===== src/rtl/led_sequencer_pkg.sv =====
// led_seq_pkg: shared types and constants for the LED colour sequencer.
//   seq_state_t   - sequencer FSM states
//   FUNCT3_SW     - funct3 code for a word store on the dmem port
//   LED_ADDR_DEF  - default byte address of the LED/RGB register
//   RED..MAGENTA  - default colour words, COLOR_TABLE_DEF packs them (entry 0 in LSBs)
package led_seq_pkg;
  typedef enum logic [2:0] {IDLE, WRITE, DWELL, STOP, DONE} seq_state_t;

  localparam logic [2:0]  FUNCT3_SW    = 3'b010;
  localparam logic [31:0] LED_ADDR_DEF = 32'hFFFF_FFFC;

  localparam logic [31:0] RED     = 32'hFFFF_0000;
  localparam logic [31:0] YELLOW  = 32'hFFFF_FF00;
  localparam logic [31:0] GREEN   = 32'hFF00_FF00;
  localparam logic [31:0] CYAN    = 32'h0000_FFFF;
  localparam logic [31:0] BLUE    = 32'h0000_00FF;
  localparam logic [31:0] MAGENTA = 32'h00FF_00FF;

  localparam logic [6*32-1:0] COLOR_TABLE_DEF = {MAGENTA, BLUE, CYAN, GREEN, YELLOW, RED};
endpackage


===== src/rtl/led_sequencer_if.sv =====
// led_sequencer_if: data-memory write port driven by the LED sequencer.
//   dmem_wren     - one-cycle write strobe
//   dmem_address  - write byte address
//   dmem_data_in  - write data
//   funct3        - store width code
// master = sequencer side, slave = memory/mux side.
interface led_sequencer_if;
  logic        dmem_wren;
  logic [31:0] dmem_address;
  logic [31:0] dmem_data_in;
  logic [2:0]  funct3;

  modport master (output dmem_wren, dmem_address, dmem_data_in, funct3);
  modport slave  (input  dmem_wren, dmem_address, dmem_data_in, funct3);
endinterface


===== src/rtl/led_sequencer_dwell_timer.sv =====
// led_dwell_timer: loadable down-counter with a run/freeze control.
//   clk, reset - clock, async active-high reset (counter clears to 0)
//   load       - load load_val (has priority over run)
//   load_val   - value loaded into the counter
//   run        - decrement while high; the counter saturates at 0
//   zero       - counter is 0
module led_dwell_timer #(
  parameter int W = 22
) (
  input  logic         clk,
  input  logic         reset,
  input  logic         load,
  input  logic [W-1:0] load_val,
  input  logic         run,
  output logic         zero
);
  logic [W-1:0] cnt;

  always_ff @(posedge clk or posedge reset) begin
    if (reset)                    cnt <= '0;
    else if (load)                cnt <= load_val;
    else if (run && cnt != '0)    cnt <= cnt - 1'b1;
  end

  assign zero = (cnt == '0);
endmodule


===== src/rtl/led_sequencer.sv =====
// led_sequencer: steps through a colour table, writing each word to the LED
// register over the dmem write port and holding it for DWELL_CYCLES cycles.
//   clk, reset  - clock, async active-high reset
//   enable      - level: 1 runs the sequence, 0 stops it (blank write)
//   one_shot    - latched at start: 1 = single pass then DONE, 0 = loop
//   pause       - freezes dwell timer and step index while in DWELL
//   pingpong    - (LED_SEQ_PINGPONG_EN only) latched at start: bounce sequencing
//   dmem        - dmem write port (master)
//   step_idx    - index of the colour currently shown
//   busy, done  - status (WRITE/DWELL/STOP, DONE)
// Optional feature macro: LED_SEQ_PINGPONG_EN.
// All outputs are a registered decode of the current state, so every output
// lags the FSM state by one cycle (first write two cycles after enable rises).
module led_sequencer
  import led_seq_pkg::*;
#(
  parameter int                     N_STEPS      = 6,
  parameter int                     DWELL_W      = 22,
  parameter int                     DWELL_CYCLES = 3000000,
  parameter logic [31:0]            LED_ADDR     = LED_ADDR_DEF,
  parameter logic [N_STEPS*32-1:0]  COLOR_TABLE  = COLOR_TABLE_DEF,
  parameter logic [31:0]            OFF_COLOR    = 32'h0000_0000
) (
  input  logic                       clk,
  input  logic                       reset,
  input  logic                       enable,
  input  logic                       one_shot,
  input  logic                       pause,
`ifdef LED_SEQ_PINGPONG_EN
  input  logic                       pingpong,
`endif
  led_sequencer_if.master            dmem,
  output logic [$clog2(N_STEPS)-1:0] step_idx,
  output logic                       busy,
  output logic                       done
);
  localparam int             IW   = $clog2(N_STEPS);
  localparam logic [IW-1:0]  LAST = IW'(N_STEPS - 1);

  seq_state_t    state;
  logic [IW-1:0] idx, idx_nxt;
  logic          os_q, last_step, zero;

  assign dmem.dmem_address = LED_ADDR;
  assign dmem.funct3       = FUNCT3_SW;

  led_dwell_timer #(.W(DWELL_W)) u_timer (
    .clk      (clk),
    .reset    (reset),
    .load     (state == WRITE),
    .load_val (DWELL_W'(DWELL_CYCLES - 1)),
    .run      (state == DWELL && !pause),
    .zero     (zero)
  );

`ifdef LED_SEQ_PINGPONG_EN
  logic pp_q, dir_dn, dir_nxt;
`endif

  // Next colour index and "this is the final step of a one-shot pass".
  always_comb begin
    idx_nxt   = (idx == LAST) ? '0 : idx + 1'b1;
    last_step = (idx == LAST);
`ifdef LED_SEQ_PINGPONG_EN
    dir_nxt = dir_dn;
    if (pp_q) begin
      last_step = dir_dn && (idx == '0);
      if (!dir_dn) begin
        if (idx == LAST) begin idx_nxt = idx - 1'b1; dir_nxt = 1'b1; end
      end else if (idx == '0) begin
        idx_nxt = IW'(1); dir_nxt = 1'b0;
      end else begin
        idx_nxt = idx - 1'b1;
      end
    end
`endif
  end

  always_ff @(posedge clk or posedge reset) begin
    if (reset) begin
      state             <= IDLE;
      idx               <= '0;
      os_q              <= 1'b0;
      dmem.dmem_wren    <= 1'b0;
      dmem.dmem_data_in <= '0;
      step_idx          <= '0;
      busy              <= 1'b0;
      done              <= 1'b0;
`ifdef LED_SEQ_PINGPONG_EN
      pp_q              <= 1'b0;
      dir_dn            <= 1'b0;
`endif
    end else begin
      dmem.dmem_wren <= 1'b0;
      busy           <= (state == WRITE) || (state == DWELL) || (state == STOP);
      done           <= (state == DONE);
      step_idx       <= idx;
      case (state)
        IDLE: if (enable) begin
          os_q  <= one_shot;
          idx   <= '0;
          state <= WRITE;
`ifdef LED_SEQ_PINGPONG_EN
          pp_q   <= pingpong;
          dir_dn <= 1'b0;
`endif
        end
        // A stop request drops the pending colour write so the blank write
        // never lands back-to-back with it.
        WRITE: if (!enable) state <= STOP;
        else begin
          dmem.dmem_wren    <= 1'b1;
          dmem.dmem_data_in <= COLOR_TABLE[32*int'(idx) +: 32];
          state             <= DWELL;
        end
        DWELL: if (!enable) state <= STOP;
        else if (!pause && zero) begin
          if (last_step && os_q) state <= DONE;
          else begin
            idx   <= idx_nxt;
            state <= WRITE;
`ifdef LED_SEQ_PINGPONG_EN
            dir_dn <= dir_nxt;
`endif
          end
        end
        STOP: begin
          dmem.dmem_wren    <= 1'b1;
          dmem.dmem_data_in <= OFF_COLOR;
          idx               <= '0;
          step_idx          <= '0;
          state             <= IDLE;
        end
        DONE:    if (!enable) state <= IDLE;
        default: state <= IDLE;
      endcase
    end
  end
endmodule


===== src/flat_wrapper.sv =====
// flat-port wrapper written by rule: the top's interface ports become plain ports
module led_sequencer_flat import led_seq_pkg::*;
#(
  parameter int                     N_STEPS      = 6,
  parameter int                     DWELL_W      = 22,
  parameter int                     DWELL_CYCLES = 3000000,
  parameter logic [31:0]            LED_ADDR     = LED_ADDR_DEF,
  parameter logic [N_STEPS*32-1:0]  COLOR_TABLE  = COLOR_TABLE_DEF,
  parameter logic [31:0]            OFF_COLOR    = 32'h0000_0000
)
  (clk, reset, enable, one_shot, pause, step_idx, busy, done, dmem_dmem_wren, dmem_dmem_address, dmem_dmem_data_in, dmem_funct3);
  led_sequencer_if dmem_i ();
  input  logic clk;
  input  logic reset;
  input  logic enable;
  input  logic one_shot;
  input  logic pause;
  output logic [$clog2(N_STEPS)-1:0] step_idx;
  output logic busy;
  output logic done;
  output wire logic [$bits(dmem_i.dmem_wren)-1:0] dmem_dmem_wren;
  output wire logic [$bits(dmem_i.dmem_address)-1:0] dmem_dmem_address;
  output wire logic [$bits(dmem_i.dmem_data_in)-1:0] dmem_dmem_data_in;
  output wire logic [$bits(dmem_i.funct3)-1:0] dmem_funct3;
  assign dmem_dmem_wren = dmem_i.dmem_wren;
  assign dmem_dmem_address = dmem_i.dmem_address;
  assign dmem_dmem_data_in = dmem_i.dmem_data_in;
  assign dmem_funct3 = dmem_i.funct3;
  led_sequencer #(.N_STEPS(N_STEPS), .DWELL_W(DWELL_W), .DWELL_CYCLES(DWELL_CYCLES), .LED_ADDR(LED_ADDR), .COLOR_TABLE(COLOR_TABLE), .OFF_COLOR(OFF_COLOR)) u_core (.clk(clk), .reset(reset), .enable(enable), .one_shot(one_shot), .pause(pause), .dmem(dmem_i), .step_idx(step_idx), .busy(busy), .done(done));
endmodule

===== config.mk =====
export PLATFORM = sky130hd
export DESIGN_NAME = led_sequencer_flat
export DESIGN_NICKNAME = d
export VERILOG_FILES = /design/src/rtl/led_sequencer_pkg.sv /design/src/rtl/led_sequencer_if.sv /design/src/rtl/led_sequencer_dwell_timer.sv /design/src/rtl/led_sequencer.sv /design/src/flat_wrapper.sv
export SDC_FILE = /design/constraint.sdc
export NUM_CORES = 1
export LEC_CHECK = 0
export CORE_MARGIN = 4
export CORE_UTILIZATION = 45
export CTS_CLUSTER_DIAMETER = 120
export DETAILED_ROUTE_END_ITERATION = 8
export PLACE_DENSITY = 0.79
export SLEW_MARGIN = 20
export SYNTH_ARGS = -nofsm -noshare
export SYNTH_HDL_FRONTEND = slang
export SYNTH_SLANG_ARGS = --single-unit

===== constraint.sdc =====
create_clock -name clk -period 6.29 [get_ports clk]
set_input_delay 1.258 -clock clk [delete_from_list [all_inputs] [get_ports clk]]
set_output_delay 1.258 -clock clk [all_outputs]
set_load 0.1 [all_outputs]

### Cell placement

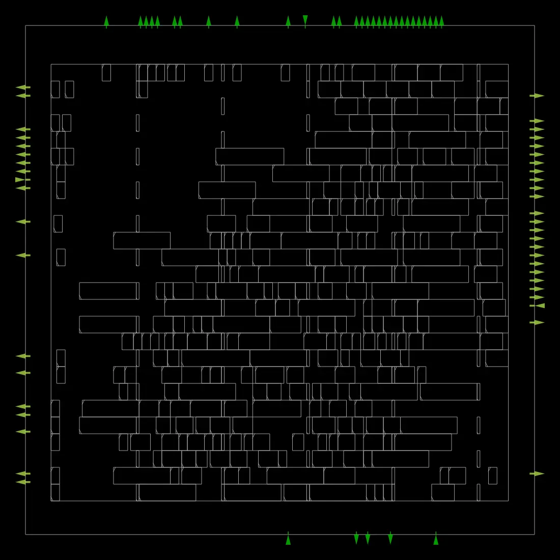
fill count: 461
core outline area: 5240 sq um
final core area utilization: 53.2%
Taps Inserted: 70
flip-flops: 39

### Clock network drawn from the DEF

Bar = 20 um.
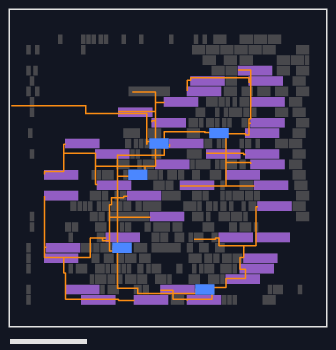
Key: cells driving clock nets = blue [count 5]; flip-flops = purple [count 39]; clock wires = orange [length 506 um]
There are 6 routed clock nets.
share of power burned in the clock network: 18.6%
setup skew after layout: 0.00739 ns
clock group power: 0.250 mW
Skew-Pair Late Insertion Delay: 0.29 ns

### Placed cells, one colour a class

Bar = 20 um.
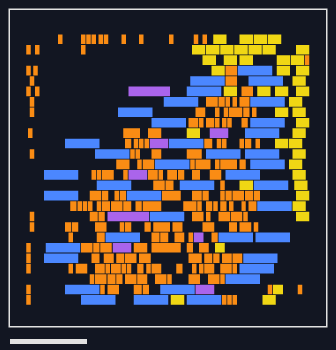
Key: flops = blue [cells 39, share of their area 36%]; clock drivers and dummy loads = purple [cells 8, share of their area 5.0%]; other buffers and delay cells = yellow [cells 44, share of their area 16%]; all other logic = orange [cells 198, share of their area 43%]
area of all placed cells without fillers: 2790 sq um
num rows: 26
flop share of the area: 35.0%

### Gate-type map

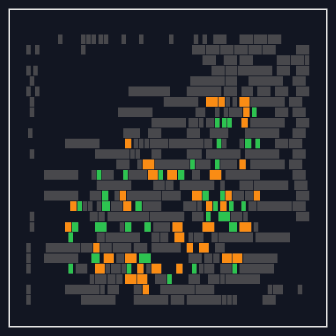
Key: inverting AOI/OAI gates = orange [cells 38, most used a21oi_1]; NAND gates = green [cells 37, most used nand2_1]
Layout Cells excl Fill: 359
most common logic cell in the routed design: clkdlybuf4s50_1
fraction of area in multi-input gates: 40.3%

==> flow_results.xml <==
<?xml version="1.0" encoding="UTF-8"?>
<metrics>
  <group name="global_routing">
    <metric name="overflow" unit="">0</metric>
    <metric name="first_global_vias" unit="">1558</metric>
    <metric name="maximum_number_of_pins_on_one_net_before_global_route_repair" unit="">40</metric>
    <metric name="grt_antenna_before_repair" unit="">0</metric>
    <metric name="grt.total_usage" unit="%">14.0</metric>
  </group>
  <group name="detailed_routing">
    <metric name="dr_wl_met2" unit="mm">2.33</metric>
    <metric name="top_layer_used" unit="">met4</metric>
    <metric name="routed_wirelength" unit="mm">4.63</metric>
    <metric name="postRouteAntennaNets" unit="">0</metric>
    <metric name="drt_pre_antenna_iters" unit="">4</metric>
    <metric name="routed-via-count" unit="">1802</metric>
    <metric name="drc_errors" unit="">0</metric>
  </group>
  <group name="synthesis">
    <metric name="yosys_area" unit="sq um">2490</metric>
    <metric name="synth-edff-count" unit="">0</metric>
    <metric name="cells_after_synthesis" unit="">271</metric>
    <metric name="ys_dominant_reg_cell" unit="">dfrtp_1</metric>
    <metric name="synth_sequential_area_ratio" unit="%">39.1</metric>
    <metric name="synth-warning-count" unit="">0</metric>
  </group>
  <group name="placed_design">
    <metric name="place.detailed.hpwl" unit="mm">3.46</metric>
    <metric name="port_buffers" unit="">42</metric>
  </group>
  <group name="worst_setup_path">
    <metric name="critical-path-top-delay-family" unit="">buffers and inverters</metric>
    <metric name="worst_setup_sp_type" unit="">register</metric>
    <metric name="crit_path_max_incr_delay" unit="ns">1.19</metric>
    <metric name="crit_type" unit="">register to output port</metric>
    <metric name="cp.required" unit="ns">5.03</metric>
  </group>
  <group name="final_layout">
    <metric name="post_route_cells_drive_above_1_share" unit="%">6.92</metric>
    <metric name="n_antenna_cell" unit="">0</metric>
    <metric name="layout.nets" unit="">295</metric>
    <metric name="layout.cells.most_common_list" unit="">clkdlybuf4s50_1 (42), dfrtp_1 (39), conb_1 (35), nor2_1 (24), nand2_1 (23)</metric>
    <metric name="area.growth.synth_to_final" unit="%">11.8</metric>
  </group>
  <group name="floorplanning">
    <metric name="floorplan.die.width" unit="um">82.4</metric>
    <metric name="fp-utilization" unit="%">47.6</metric>
  </group>
  <group name="pwr">
    <metric name="total_power" unit="mW">1.34</metric>
    <metric name="power_density_normalized_to_cell_area" unit="nW/um^2">482</metric>
    <metric name="swShare" unit="%">56.8</metric>
    <metric name="vdd.ir_drop.worst" unit="V">0.000361</metric>
    <metric name="design_internal_power" unit="mW">0.580</metric>
  </group>
  <group name="status">
    <metric name="outcome" unit="">finished, final reports clean</metric>
  </group>
  <group name="timing">
    <metric name="final_hold_viol_count" unit="">0</metric>
    <metric name="final.period_utilization" unit="%">51.3</metric>
    <metric name="fin_setup_tns" unit="ns">0</metric>
    <metric name="slew_headroom" unit="%">34.4</metric>
    <metric name="fmaxAchievable" unit="MHz">310</metric>
  </group>
  <group name="clock_tree">
    <metric name="tritoncts" unit="">done</metric>
    <metric name="cts_max_path_buffers" unit="">2</metric>
    <metric name="cts_post_setup_buffers_inserted" unit="">0</metric>
    <metric name="ctsResizeCount" unit="">0</metric>
  </group>
  <group name="job">
    <metric name="cap_violations" unit="">0</metric>
  </group>
  <group name="min_path">
    <metric name="hold_path.class" unit="">register to register</metric>
  </group>
</metrics>
power by group through the flow:
stage | Clock, mW | Sequential (mW) | Combinational [mW]
global route | 0.269 | 0.329 | 0.804
floorplan | 0 | 0.403 | 0.625
detailed placement | 0 | 0.328 | 0.776
CTS | 0.257 | 0.322 | 0.777
global placement | 0 | 0.326 | 0.771
finish | 0.250 | 0.322 | 0.772
final cells by class:
class	count	area, sq um
fillers	461	2450
repair buffers	44	435
inverters	8	30.0
clock inverters	3	67.6
clock buffers	5	68.8
flip-flops and latches	39	976
well taps	70	87.6
multi-input cells	190	1120
cell usage after synthesis (3+ instances only):
library cell / instances / area share (%)
buf_4: 63 / 19
dfrtp_1: 39 / 39
nor2_1: 24 / 3.6
nand2_1: 23 / 3.5
xor2_1: 11 / 3.9
a21oi_1: 10 / 2.0
o211ai_1: 9 / 2.7
inv_1: 8 / 1.2
nand3_1: 8 / 1.6
o21ai_0: 6 / 1.2
nor4_1: 5 / 1.3
clkbuf_1: 4 / 0.60
nor3_1: 4 / 0.80
a22o_1: 3 / 1.1
and3_1: 3 / 0.75
mux2i_1: 3 / 1.2
nand4b_1: 3 / 1.1
o31ai_1: 3 / 0.90
or3_1: 3 / 0.75
or4_1: 3 / 0.90
per-stage QoR:
step	setup WS, ns	cell area, sq um	hold WS, ns	utilization (%)	std cells
2_1_floorplan	3.44	2620	0.458	-	304
3_3_place_gp	2.86	2650	0.483	50.6	351
3_5_place_dp	2.79	2650	0.488	50.6	351
4_1_cts	3.04	2790	0.507	53.2	359
5_1_grt	2.98	2790	0.529	53.2	359
6_report	3.06	2790	0.501	53.2	359
flip-flops by register name (all words and copies together), names as in the netlist:
name                      cells
u_core.step_idx               3
u_core.os_q                   1
u_core.dmem.dmem_wren         1
u_core.done                   1
u_core.dmem.dmem_data_in      4
u_core.idx                    3
u_core.u_timer.cnt           22
u_core.busy                   1
u_core.state                  3
path summary, 6_finish.rpt:
path	depth (start not counted)	slack, ns	from	to
max	1	3.06	u_core.dmem.dmem_data_in[15]$_DFFE_PP0P_	dmem_dmem_data_in[13]
min	1	0.50	u_core.os_q$_DFFE_PP0P_	u_core.os_q$_DFFE_PP0P_
max reg2reg	7	3.76	u_core.u_timer.cnt[0]$_DFFE_PP0P_	u_core.idx[1]$_DFFE_PP0P_
min reg2reg	1	0.50	u_core.os_q$_DFFE_PP0P_	u_core.os_q$_DFFE_PP0P_
max in group asynchronous	3	4.57	reset	u_core.u_timer.cnt[18]$_DFFE_PP0P_
min in group asynchronous	3	1.38	reset	u_core.u_timer.cnt[11]$_DFFE_PP0P_
cells by family (layout without fill, tap and decap cells):
logic type	count (synthesis)	in the layout	share of synthesized area, %
buffers and inverters	75	60	20.8
AOI/OAI and AO/OA	45	45	12.4
other	2	35	0.301
DFF	39	39	39.1
muxes	4	4	1.66
and+or+nand+nor	91	91	20.1
xor gates and xnor gates	13	13	4.57
adders and majority gates	2	2	1.00
layer usage:
| layer | track usage (%) | up-vias |
|---|---|---|
| met5 | 0 | - |
| li1 | - | 883 |
| met1 | 17.4 | 846 |
| met3 | 3.90 | 4 |
| met2 | 23.6 | 69 |
| met4 | 3.99 | 0 |
Power is estimated from default activity; no workload was simulated.
